<file path="src/rtl/sipo_frame_ctrl.sv">
// Start/count framed serial-to-parallel capture with a valid/ready frame output.
// Optional idle-gap abort in CAPTURE when SIPO_CTRL_TIMEOUT_EN is defined.
module sipo_frame_ctrl #(
    parameter int DATA_WID    = 8,
    parameter int MEMORY_WID  = 4,
    parameter int TIMEOUT_CYC = 16
) (
    input  logic                           clk,
    input  logic                           rst_n,
    input  logic                           start,
    input  logic                           ser_valid,
    input  logic                           ser_bit,
    output logic                           frame_valid,
    input  logic                           frame_ready,
    output logic [DATA_WID*MEMORY_WID-1:0] frame_data,
    output logic [$clog2(MEMORY_WID+1)-1:0] word_cnt,
    output logic                           busy,
    output logic                           overrun,
    output logic                           abort
);

    localparam int BW = (DATA_WID > 1) ? $clog2(DATA_WID) : 1;
    localparam int CW = $clog2(MEMORY_WID + 1);
    localparam int FW = DATA_WID * MEMORY_WID;

    if (DATA_WID < 2 || MEMORY_WID < 1 || TIMEOUT_CYC < 2) begin : g_bad_cfg
        $error("sipo_frame_ctrl: unsupported parameters");
    end

    typedef enum logic [1:0] {IDLE, CAPTURE, PRESENT} state_t;

    state_t              state, state_nxt;
    logic [BW-1:0]       bit_cnt;
    logic [DATA_WID-1:0] shift_reg, shift_nxt;
    logic [FW-1:0]       cap_buf, cap_nxt;
    logic                beat, word_done, frame_done;
    logic                start_acc, timeout;

    assign beat       = (state == CAPTURE) && ser_valid;
    assign word_done  = beat && (bit_cnt == BW'(DATA_WID - 1));
    assign frame_done = word_done && (word_cnt == CW'(MEMORY_WID - 1));
    assign start_acc  = start && ((state == IDLE) ||
                                  ((state == PRESENT) && frame_ready));

    // Merge the incoming bit and word so the final word lands in frame_data directly
    always_comb begin
        shift_nxt          = shift_reg;
        shift_nxt[bit_cnt] = ser_bit;
        cap_nxt            = cap_buf;
        cap_nxt[int'(word_cnt)*DATA_WID +: DATA_WID] = shift_nxt;
    end

`ifdef SIPO_CTRL_TIMEOUT_EN
    localparam int GW = $clog2(TIMEOUT_CYC);
    logic [GW-1:0] gap_cnt;

    assign timeout = (state == CAPTURE) && !ser_valid &&
                     (gap_cnt == GW'(TIMEOUT_CYC - 1));

    always_ff @(posedge clk or negedge rst_n) begin
        if (!rst_n) begin
            gap_cnt <= '0;
            abort   <= 1'b0;
        end else begin
            abort <= timeout;
            if (state != CAPTURE || ser_valid || timeout)
                gap_cnt <= '0;
            else
                gap_cnt <= gap_cnt + GW'(1);
        end
    end
`else
    assign timeout = 1'b0;
    assign abort   = 1'b0;
`endif

    always_ff @(posedge clk or negedge rst_n) begin
        if (!rst_n)
            state <= IDLE;
        else
            state <= state_nxt;
    end

    always_comb begin
        state_nxt = state;
        case (state)
            IDLE:    if (start) state_nxt = CAPTURE;
            CAPTURE: begin
                if (frame_done)   state_nxt = PRESENT;
                else if (timeout) state_nxt = IDLE;
            end
            PRESENT: if (frame_ready) state_nxt = start ? CAPTURE : IDLE;
            default: state_nxt = IDLE;
        endcase
    end

    always_ff @(posedge clk or negedge rst_n) begin
        if (!rst_n) begin
            bit_cnt    <= '0;
            word_cnt   <= '0;
            shift_reg  <= '0;
            cap_buf    <= '0;
            frame_data <= '0;
            overrun    <= 1'b0;
        end else if (start_acc) begin
            bit_cnt   <= '0;
            word_cnt  <= '0;
            shift_reg <= '0;
            overrun   <= 1'b0;
        end else if (beat) begin
            shift_reg <= shift_nxt;
            if (word_done) begin
                cap_buf  <= cap_nxt;
                bit_cnt  <= '0;
                word_cnt <= word_cnt + CW'(1);
                if (frame_done)
                    frame_data <= cap_nxt;
            end else begin
                bit_cnt <= bit_cnt + BW'(1);
            end
        end else if (state == PRESENT && ser_valid) begin
            overrun <= 1'b1;
        end
    end

    assign frame_valid = (state == PRESENT);
    assign busy        = (state != IDLE);

endmodule

</file>
<file path="config.mk">
export PLATFORM = sky130hd
export DESIGN_NAME = sipo_frame_ctrl
export DESIGN_NICKNAME = d
export VERILOG_FILES = /design/src/rtl/sipo_frame_ctrl.sv
export SDC_FILE = /design/constraint.sdc
export NUM_CORES = 1
export LEC_CHECK = 0
export CORE_MARGIN = 2
export CORE_UTILIZATION = 56
export CTS_CLUSTER_DIAMETER = 30
export DETAILED_ROUTE_END_ITERATION = 16
export GPL_TIMING_DRIVEN = 1
export MAX_ROUTING_LAYER = met4
export PLACE_DENSITY_LB_ADDON = 0.1
export SETUP_SLACK_MARGIN = 0.2
export SYNTH_ARGS = -nofsm -noshare
export SYNTH_HDL_FRONTEND = slang
export SYNTH_SLANG_ARGS = --single-unit
</file>
<file path="constraint.sdc">
create_clock -name clk -period 3.1 [get_ports clk]
set_input_delay 0.93 -clock clk [delete_from_list [all_inputs] [get_ports clk]]
set_output_delay 0.93 -clock clk [all_outputs]
set_load 0.005 [all_outputs]
</file>
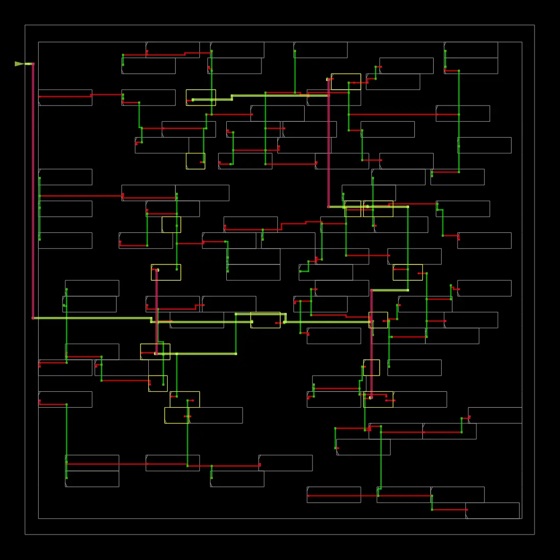
*The clock network*
Setup Skew: 15.7 ps
clock insertion delay at the later pin of the skew report: 370 ps
final sequential cell count: 81

==> flow_metrics.rpt <==
FLOW METRICS REPORT
----------------------------------------------------
[Cells and area]
  Total inserted antenna cells ........................ 0
  Reg area ........................ a little over 2000 um^2
  Finished layout cell area ........................ around 4600 um^2
  Number of nets in the final layout ........................ 421
  Final Util ........................ 67.9%
  Multi-input logic portion of the cell area ........................ between 30% and 40%
  Clkbuf count ........................ 9
  Multi-input gate area in the final layout ........................ 1680 um^2
  Clock tree cell share of total cell area ........................ 4.04%
  Leading cell kind ........................ flip-flops and latches
  Non-clock inverter total of the final layout ........................ 5
  Synth-to-Final Area Change ........................ 18.2%
  Signal buffers ........................ between 50 and 60
  Most common library cell in the layout ignoring fill and taps ........................ dfrtp_1
  Flop share of the area ........................ 44.2%
  Most frequent cells in the layout ........................ dfrtp_1 (81), o21ai_0 (50), clkdlybuf4s50_1 (42), a21oi_1 (30), o211ai_1 (25)
  Fraction of layout instances using a drive strength above 1 ........................ about a tenth
  Signal buf overhead ........................ 12.5%
  Filler Cell Count ........................ ~550
  Number of multi-input combinational cells in the layout ........................ 253

[Synth]
  Post-Synthesis Cell Area ........................ 3880 um^2
  And+or+nand+nor area frac ........................ 11.2%
  Post-synth area from yosys stat ........................ 3880 um^2
  Area fraction in mux cells ........................ 0%
  Number of cells in Yosys stat ........................ about 370
  Proportion of synthesized flip-flops having asynchronous set or reset ........................ 100%
  Yosys aoi share ........................ between 20% and 30%
  Ys Warns ........................ 0
  Area fraction in full adders, half adders and majority gates ........................ 1.93%
  Instance count of the mapped netlist ........................ 373
  Xor/xnor share ........................ 0%
  Sequential area share after synthesis ........................ roughly 52%
  Mean instance size in the synthesized netlist ........................ between 10 and 15 um^2
  Most common flop cell mapped by yosys ........................ dfrtp_1
  EDFF count, synth ........................ 0
  Syn_nets ........................ 385
  Main logic family after synthesis ........................ AND-OR/OR-AND gates
  Flops after synth ........................ 81
  Netlist cell types ........................ 45

[Clocking]
  Cell resize tally after clock tree synthesis ........................ 0
  Total setup buffers inserted after CTS ........................ 0
  CTS H-Tree Depth ........................ 3
  Clock slew at reported path FFs ........................ 90 ps
  Total clock buffers created by CTS ........................ 9
  CTS root buffer ........................ clkbuf_8
  CTS tree ........................ built
  Clk buf depth ........................ 2
  Sinks on the clock net ........................ 81
  Count of hold buffers inserted by post-cts repair ........................ 0

[STA]
  Worst slew margin ........................ 37.6%
  Accumulated negative setup slack ........................ 0 ps
  Actual slew at the worst max-slew pin ........................ between 900 and 1000 ps
  Worst hold margin ........................ 500 ps
  Hold Vio Cnt, Final ........................ 0
  Worst setup slack after layout ........................ 470 ps
  Post-route fraction of the period consumed by the critical path ........................ 84.8%
  Final critical path time including I/O delays and setup ........................ 2630 ps
  Highest achievable clock rate ........................ around 380 MHz
  Final setup violation count ........................ 0
  Max-slew violations ........................ 0
  RSZ-0062 raised after global routing ........................ false

[Routing]
  Number of violations reported at the end of detailed-routing iteration 0 ........................ 247
  Amount of wire on met3 after detailed routing ........................ 531 um
  Routed via count ........................ 3,313
  Average wire length per cell after detail routing ........................ 19.6 um
  Highest metal used ........................ met4
  Count of TritonRoute iterations in the first routing pass ........................ 5
  DRC violation count after routing ........................ 0
  Vias per std cell ........................ about 6.7
  Met2 layer wire length in the routed design ........................ 4560 um
  ANT nets after route ........................ 0
  Total detailed-routing wirelength ........................ 9680 um
  Post-Route M1 WL ........................ 4370 um

[Place]
  Number of I/O port buffers ........................ 43
  Routability congestion estimate from global placement ........................ 0.826
  Detailed placement HPWL ........................ approximately 6300 um
  Pre-CTS setup slack ........................ 268 ps
  Placement Cell Area ........................ 4400 um^2
  Placed Cells ........................ ~480

[Power]
  Clock network fraction of design power ........................ between 20% and 30%
  Cell-internal power ........................ 1.77 mW
  Proportion of power drawn by combinational gates ........................ 30.5%
  Reported net switching power ........................ 1.11 mW
  Relative contribution of sequential cells to total power ........................ 43.9%
  Switching portion of total power ........................ 38.7%
  Sequential power ........................ 1.26 mW
  Overall power consumption ........................ 2.88 mW
  P per Cell Area ........................ 628 nW/um^2
  Largest power group ........................ sequential cells
  Peak supply drop ........................ 0.465 mV
  Clk pwr ........................ 740 uW
  Leakage power of the design ........................ roughly 1.8 nW
  Combinational power ........................ 877 uW

[Critical path]
  Type of the worst setup path ........................ flip-flop to flip-flop
  CP Capture Point ........................ cap_buf[5]$_DFFE_PN0P_
  Buf+Inv Stages, Crit Path ........................ 1
  CP Data Arrival Time ........................ 2870 ps
  Cell with the largest stage delay on the worst path ........................ or4b_1
  Cell class contributing the biggest share of worst-path delay ........................ simple AND/OR/NAND/NOR gates
  Launching element type of the critical path ........................ flip-flop
  Worst flop-to-flop path startpoint ........................ word_cnt[0]$_DFFE_PN0P_
  Worst reg2reg setup slack ........................ 470 ps
  Endpoint class of the critical path ........................ flip-flop
  Crit path cell chain ........................ inv_1, ha_1, ha_1, or4b_1, o31ai_1, o21ai_1
  CP most frequent cell ........................ ha_1
  Critical-path maximum fanout ........................ 16
  FF-to-FF End ........................ cap_buf[5]$_DFFE_PN0P_
  Count of cells along the worst register-to-register path ........................ 6
  Delay of the slowest cell on the worst path ........................ 850 ps
  WP depth ........................ 6
  CP required ........................ approximately 3300 ps
  Setup crit start ........................ word_cnt[0]$_DFFE_PN0P_

[Floorplan]
  Height of the die ........................ 87.2 um
  Die width ........................ 87.2 um
  I/O pins ........................ 45
  Placeable core region ........................ 6760 um^2
  Standard-cell rows ........................ 30
  Floorplan-stage core utilization ........................ a little under three fifths
  Well tap count ........................ about 80
  Area of the die ........................ 7610 um^2

[Hold path]
  Tightest Hold Check Type ........................ flip-flop to flip-flop
  Origin of the worst min-delay path ........................ shift_reg[0]$_DFFE_PN0P_
  Min-Delay Path Depth ........................ 1
  Min-Delay Endpoint ........................ shift_reg[0]$_DFFE_PN0P_

[Global routing]
  Overall Global Routing Usage ........................ 28.8%
  Pin count of the biggest net entering global routing ........................ 46
  Global routing usage on met1 ........................ 40.3%
  GRT busiest layer ........................ met2
  Antenna violations before repair ........................ 0
  Met3 capacity usage during global routing ........................ under 10%
  Aggregate global routing overflow ........................ 0
  Grt met2 use ........................ 42.3%
  First-pass GRT wire length ........................ between 15,000 and 20,000 um
  Via count of the first global-routing pass ........................ around 3,200

[Status]
  Run status ........................ completed

[Flow run]
  Max-Cap Viols ........................ 0
  Count of tool warnings ........................ 27

----------------------------------------------------
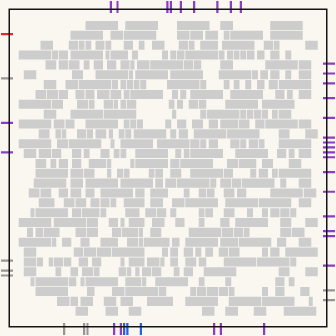
*Pin placement*
Pins as bars across the die edge, other pins in grey.
- purple: `frame_data` (pins 32; direction output; edge 16 right, 9 top, 5 bottom, 2 left)
- blue: `word_cnt` (pins 3; direction output; edge bottom)
- red: `clk` (pins 1; direction input; edge left)
- all pins by edge: 18 right, 11 bottom, 9 top, 7 left

-- Yosys cell counts (6+ instances only) --
master	n	share of area [%]
o21ai_1	8	1.0
a211oi_1	7	1.4
o21ai_0	50	6.4
o2bb2ai_1	8	1.8
dfrtp_1	81	52
o211ai_1	25	4.8
nand4_1	10	1.6
o31ai_1	17	3.3
nor2_1	14	1.4
a21oi_1	30	3.9
a31oi_1	8	1.3
o2111ai_1	16	3.6
clkbuf_1	20	1.9
ha_1	6	1.9
-- worst reg2reg max path, delay by kind of cell, from the launching register on --
kind	cells	cell delay (ps)
AOI/OAI and AO/OA	2	470
adders and majority gates	2	560
buffers and inverters	1	80
DFF	1	560
and+or+nand+nor	1	850
Power is estimated from default activity; no workload was simulated.
